### Wires at chosen ports, followed through buffers, run 1

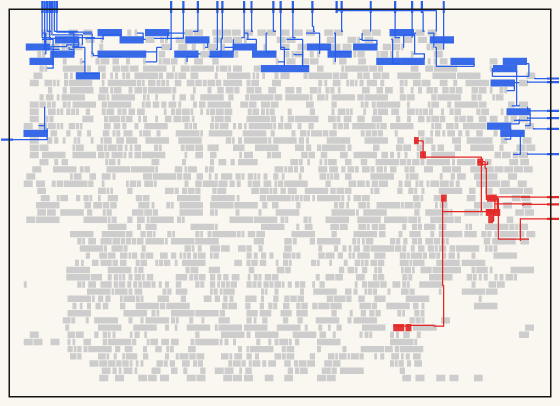
### Signal wires on met3, run 1

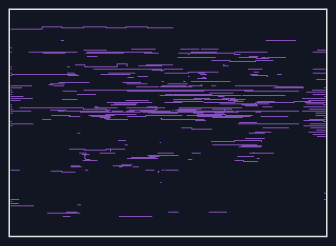
### Routed metal per tile, run 1

The die is cut into 20 by 15 equal tiles; black is low, pale yellow is high, scaled to the fullest tile. Values are wire area over tile area, all layers added.
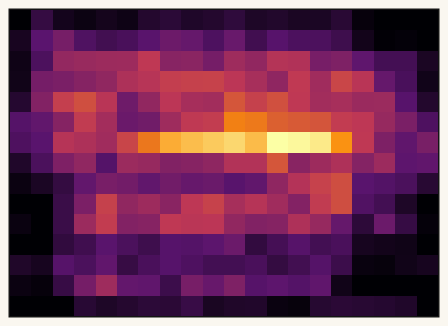
`config.mk`:
```
export PLATFORM = sky130hd
export DESIGN_NAME = muldiv_seq
export DESIGN_NICKNAME = d
export VERILOG_FILES = /design/src/rtl/muldiv_seq.sv
export SDC_FILE = /design/constraint.sdc
export NUM_CORES = 1
export LEC_CHECK = 0
export CORE_ASPECT_RATIO = 0.7
export CORE_MARGIN = 5
export CORE_UTILIZATION = 45
export CTS_CLUSTER_DIAMETER = 150
export DETAILED_ROUTE_END_ITERATION = 10
export PLACE_DENSITY = 0.66
export SLEW_MARGIN = 0
export SYNTH_ARGS = -nofsm -noshare
export SYNTH_HDL_FRONTEND = slang
export SYNTH_SLANG_ARGS = --single-unit
```
`constraint.sdc`:
```
create_clock -name clock -period 3.4 [get_ports clock]
set_input_delay 0.34 -clock clock [delete_from_list [all_inputs] [get_ports clock]]
set_output_delay 0.34 -clock clock [all_outputs]
set_load 0.01 [all_outputs]
```
`src/rtl/muldiv_seq.sv`:
```
// Sequential multiply/divide unit owning the HI/LO pair; one radix-2 step per cycle.
// Define MULDIV_DIV_EN to build the restoring divider; without it div/divu complete as no-ops.
module muldiv_seq #(
    parameter int N = 32
) (
    input  logic         clock,
    input  logic         reset_n,
    input  logic         op_valid,
    input  logic [2:0]   op,
    input  logic [N-1:0] a,
    input  logic [N-1:0] b,
    output logic         op_ready,
    output logic         busy,
    output logic         done,
    output logic         div_by_zero,
    output logic [N-1:0] hi,
    output logic [N-1:0] lo
);

    localparam int CW = $clog2(N);

    typedef enum logic [1:0] {IDLE, RUN, FIX, DZ} state_t;

    state_t state_q, state_d;
    logic [CW-1:0]  cnt_q, cnt_d;
    logic [N-1:0]   hi_q, hi_d, lo_q, lo_d;
    logic [N-1:0]   acc_q, acc_d, quo_q, quo_d, bm_q, bm_d;
    logic           neg_q, neg_d, done_q, done_d, dbz_q, dbz_d;
`ifdef MULDIV_DIV_EN
    logic           is_div_q, is_div_d, sa_q, sa_d;
    logic           b_zero;
    logic [N:0]     shifted, diff;
`endif

    logic           is_mul, is_div, is_mt, is_signed, accept;
    logic [N-1:0]   a_mag, b_mag;
    logic [N:0]     sum;
    logic [2*N-1:0] prod;

    assign is_mul    = (op == 3'd0) || (op == 3'd1);
    assign is_div    = (op == 3'd2) || (op == 3'd3);
    assign is_mt     = (op == 3'd4) || (op == 3'd5);
    assign is_signed = ~op[0];
    assign accept    = op_valid && op_ready && (is_mul || is_div || is_mt);
    assign a_mag     = (is_signed && a[N-1]) ? -a : a;
    assign b_mag     = (is_signed && b[N-1]) ? -b : b;
`ifdef MULDIV_DIV_EN
    assign b_zero    = (b == '0);
`endif

    always_ff @(posedge clock or negedge reset_n) begin
        if (!reset_n) begin
            state_q  <= IDLE;
            cnt_q    <= '0;
            hi_q     <= '0;
            lo_q     <= '0;
            acc_q    <= '0;
            quo_q    <= '0;
            bm_q     <= '0;
            neg_q    <= 1'b0;
            done_q   <= 1'b0;
            dbz_q    <= 1'b0;
`ifdef MULDIV_DIV_EN
            is_div_q <= 1'b0;
            sa_q     <= 1'b0;
`endif
        end else begin
            state_q  <= state_d;
            cnt_q    <= cnt_d;
            hi_q     <= hi_d;
            lo_q     <= lo_d;
            acc_q    <= acc_d;
            quo_q    <= quo_d;
            bm_q     <= bm_d;
            neg_q    <= neg_d;
            done_q   <= done_d;
            dbz_q    <= dbz_d;
`ifdef MULDIV_DIV_EN
            is_div_q <= is_div_d;
            sa_q     <= sa_d;
`endif
        end
    end

    always_comb begin
        state_d = state_q;
        case (state_q)
            IDLE: begin
                if (accept && (is_mul || is_div)) begin
`ifdef MULDIV_DIV_EN
                    state_d = (is_div && b_zero) ? DZ : RUN;
`else
                    state_d = is_div ? DZ : RUN;
`endif
                end
            end
            RUN:     if (cnt_q == '0) state_d = FIX;
            FIX, DZ: state_d = IDLE;
            default: state_d = IDLE;
        endcase
    end

    always_comb begin
        op_ready = (state_q == IDLE);
        busy     = (state_q != IDLE);
    end

    // Datapath: acc holds the running high half (product) or partial remainder (divide).
    always_comb begin
        cnt_d  = cnt_q;
        hi_d   = hi_q;
        lo_d   = lo_q;
        acc_d  = acc_q;
        quo_d  = quo_q;
        bm_d   = bm_q;
        neg_d  = neg_q;
        dbz_d  = dbz_q;
        done_d = (state_q == FIX) || (state_q == DZ);
        sum    = {1'b0, acc_q} + (quo_q[0] ? {1'b0, bm_q} : '0);
        prod   = {acc_q, quo_q};
`ifdef MULDIV_DIV_EN
        is_div_d = is_div_q;
        sa_d     = sa_q;
        shifted  = {acc_q, quo_q[N-1]};
        diff     = shifted - {1'b0, bm_q};
`endif
        case (state_q)
            IDLE: begin
                if (accept) begin
                    dbz_d = 1'b0;
                    if (op == 3'd4) hi_d = a;
                    if (op == 3'd5) lo_d = a;
                    if (is_mul || is_div) begin
                        acc_d = '0;
                        quo_d = a_mag;
                        bm_d  = b_mag;
                        neg_d = is_signed && (a[N-1] ^ b[N-1]);
                        cnt_d = CW'(N - 1);
`ifdef MULDIV_DIV_EN
                        sa_d     = is_signed && a[N-1];
                        is_div_d = is_div;
                        if (is_div && b_zero) dbz_d = 1'b1;
`endif
                    end
                end
            end
            RUN: begin
                if (cnt_q != '0) cnt_d = cnt_q - CW'(1);
`ifdef MULDIV_DIV_EN
                if (is_div_q) begin
                    if (shifted >= {1'b0, bm_q}) begin
                        acc_d = diff[N-1:0];
                        quo_d = {quo_q[N-2:0], 1'b1};
                    end else begin
                        acc_d = shifted[N-1:0];
                        quo_d = {quo_q[N-2:0], 1'b0};
                    end
                end else begin
                    {acc_d, quo_d} = {sum, quo_q[N-1:1]};
                end
`else
                {acc_d, quo_d} = {sum, quo_q[N-1:1]};
`endif
            end
            FIX: begin
`ifdef MULDIV_DIV_EN
                if (is_div_q) begin
                    lo_d = neg_q ? -quo_q : quo_q;
                    hi_d = sa_q ? -acc_q : acc_q;
                end else begin
                    if (neg_q) prod = -prod;
                    {hi_d, lo_d} = prod;
                end
`else
                if (neg_q) prod = -prod;
                {hi_d, lo_d} = prod;
`endif
            end
            default: ;
        endcase
    end

    assign done        = done_q;
    assign div_by_zero = dbz_q;
    assign hi          = hi_q;
    assign lo          = lo_q;

endmodule

```
==> Slide: Implementation Results, run 1 <==
Key Metrics from the Run

Critical path
  • Critical Path Max Stage Delay: approximately 0.54 ns
  • R2R Path Start: quo_q[0]$_DFFE_PN0P_
  • Worst Path Buf+Inv: 1
  • Startpoint types: register
  • WP depth: 9
  • CP arrival: 3.36 ns
  • Reg2Reg Capture Point: acc_q[21]$_DFFE_PN0P_
  • Crit Path Max Fanout: 31
  • Worst-case reg-to-reg path depth: 9
  • Critical path class: register to register

Finish
  • Largest area class, layout: multi-input combinational cells
  • Non-Clock Buffer Count: around 180
  • Layout cells sized above 1: 6.19%
  • Area growth, synth to finish: 20.3%
  • Multi-input gates: between 1k and 1.5k
  • Non-Clock Inverter Count: 31
  • Clock-cell share: 4.08%

Floorplan
  • Tapcell count: 357
  • Std cell rows: 49

Clock network
  • Clock Tree Root: clkbuf_16
  • CTS buffer count: 17
  • H-tree depth: 4
  • Late-Pin Clk Latency: 0.44 ns

Yosys
  • Post-synth mux share: 2.53%
  • Compound Share, Synth: 24.3%
  • Top cells by area: dfrtp_1 36%, o21ai_0 6.7%, nand2_1 5.6%
  • Yosys simple share: 21.1%
  • Synth top cells by count: 176 x nand2_1, 169 x dfrtp_1, 158 x o21ai_0
  • Main synth FF type: dfrtp_1
  • XOR Share, Synth: 8.33%
  • Post-synth top area share: 35.6%
  • Synth unique cells: 77

Timing
  • Worst slew pin tran: between 1 and 1.5 ns
  • Max Clock Freq: 0.330 GHz
  • Setup violators final: 0
  • Final Max Slew Viols: 0
  • Post-route clock period utilization: 89.1%
  • RSZ-0062 raised after global routing: no
  • Clk_skew: 0.0119 ns

Power
  • Final Power: 12.9 mW
  • Psw: just under 6 mW
  • P_leak: 5.89 nW
  • Switching Fraction: 45.2%
  • Max VDD drop: around 0.43 mV
  • Sequential power: 3.99 mW
  • Ratio of total power to cell area: 900 nW/µm²
  • Register share of total power: 31.1%

Global routing
  • Global-route wire length before repair: 61400 µm
  • Layer with the highest usage: met1
  • Met1 GRT Util: 38.9%
  • Initial antenna violation count: 0

Outcome
  • Outcome: finished clean

Run
  • Max-Cap Viols: 0
  • Log Warnings: 27

Detailed routing
  • Top Metal Used: met5
  • Iter 0 DRT Violations: around 1.1k
  • Final ANT Viol Nets: 0
About 'Wires at chosen ports, followed through buffers':
| colour | port | bits | direction | edge | end cells | buffers | wire |
|---|---|---|---|---|---|---|---|
| blue | lo | 32 | output | 25 north, 6 east, 1 west | 32 | 32 | 887 µm |
| red | op | 3 | input | east | 11 | 4 | 285 µm |
Ports: 138
Port Buf Inserts: 136

About 'Signal wires on met3':
longest straight run: 110 µm
main direction: horizontal
DR vias: 11.5k
wirelength, routed: 38400 µm
met3 usage: 6.79%

About 'Routed metal per tile':
mean over tiles: 0.21
nearly empty tiles: 9.0%
emptiest ninth of the die: south-east
densest ninth of the die: centre
post-DR wirelength/cell: 20.2 µm
GRT Util Overall: 25.6%

==> run 2, diff against run 1 <==
SLEW_MARGIN = 40   (was 0)
### Routed metal per tile, run 2

The die is cut into 20 by 15 equal tiles; black is low, pale yellow is high, scaled to the fullest tile. Values are wire area over tile area, all layers added.
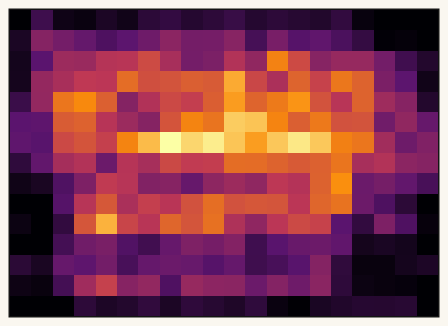
mean over tiles: 0.21
tiles over half the peak: 28%
fullest tile: 0.59
nearly empty tiles: 7.3%
wirelength, routed: 38600 µm
DR vias: 11.5k
post-DR wirelength/cell: 20.2 µm

### Signal wires on met3, run 2

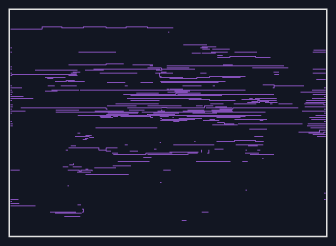
main direction: horizontal
longest straight run: 107 µm
nets with wire on the layer: 188
share of all routed wire: 8.6%
met3 usage: 6.46%

==> run 2 against run 1 <==
Against the previous run:
- via count is 0.12% lower
- utilization hardly changed
- hold slack better by 0.010 ns
- worst setup slack worse by 0.041 ns
- routed wire length is 0.32% higher
- global-route usage hardly changed
- sequential power hardly changed
- register-to-register slack worse by 0.04 ns
- first-iteration DRC count is 6.4% higher
- sequential cell count stayed put
- sequential share of layout area hardly changed
==> Slide: Implementation Results, run 2 <==
Key Metrics from the Run

Outcome
  • Outcome: finished clean

Timing
  • RSZ-0062 raised after global routing: no
  • Post-route clock period utilization: 90.3% (+1.2 points)
  • Clk_skew: 0.00958 ns (-0.00234 ns)
  • Final Max Slew Viols: 0 (unchanged)

Critical path
  • Worst-case reg-to-reg path depth: 9 (unchanged)
  • Crit Path Max Fanout: 31 (unchanged)
  • R2R Path Start: quo_q[0]$_DFFE_PN0P_
  • WP depth: 9 (unchanged)
  • Reg2Reg Capture Point: acc_q[21]$_DFFE_PN0P_
  • Worst Path Buf+Inv: 1 (unchanged)
  • Startpoint types: register

Floorplan
  • Std cell rows: 49 (unchanged)
  • Ports: 138 (unchanged)

Run
  • Max-Cap Viols: 0 (unchanged)

Global routing
  • GRT Util Overall: 25.6% (-0.048 points)
  • Layer with the highest usage: met1
  • Met1 GRT Util: 39.2% (+0.28 points)

Clock network
  • Clock Tree Root: clkbuf_16
  • H-tree depth: 4 (unchanged)
  • Late-Pin Clk Latency: 0.44 ns (about the same)

Placed design
  • Port Buf Inserts: 136 (unchanged)

Yosys
  • Main synth FF type: dfrtp_1
  • Yosys simple share: 21.1% (unchanged)
  • Post-synth top area share: 35.6% (unchanged)

Finish
  • Clock-cell share: 4.08% (about the same)
  • Area growth, synth to finish: 20.4% (about the same)
  • Multi-input gates: 1141 (unchanged)
  • Non-Clock Inverter Count: 31 (unchanged)

Detailed routing
  • Iter 0 DRT Violations: 1205 (+6.4%)
  • Final ANT Viol Nets: 0 (unchanged)

Power
  • Register share of total power: 31.0% (about the same)
  • Switching Fraction: 45.3% (+0.070 points)
  • Max VDD drop: 0.428 mV (+0.42%)
  • Psw: 5.84 mW (+0.32%)
  • Final Power: 12.9 mW (+0.16%)
Power is estimated from default activity; no workload was simulated.
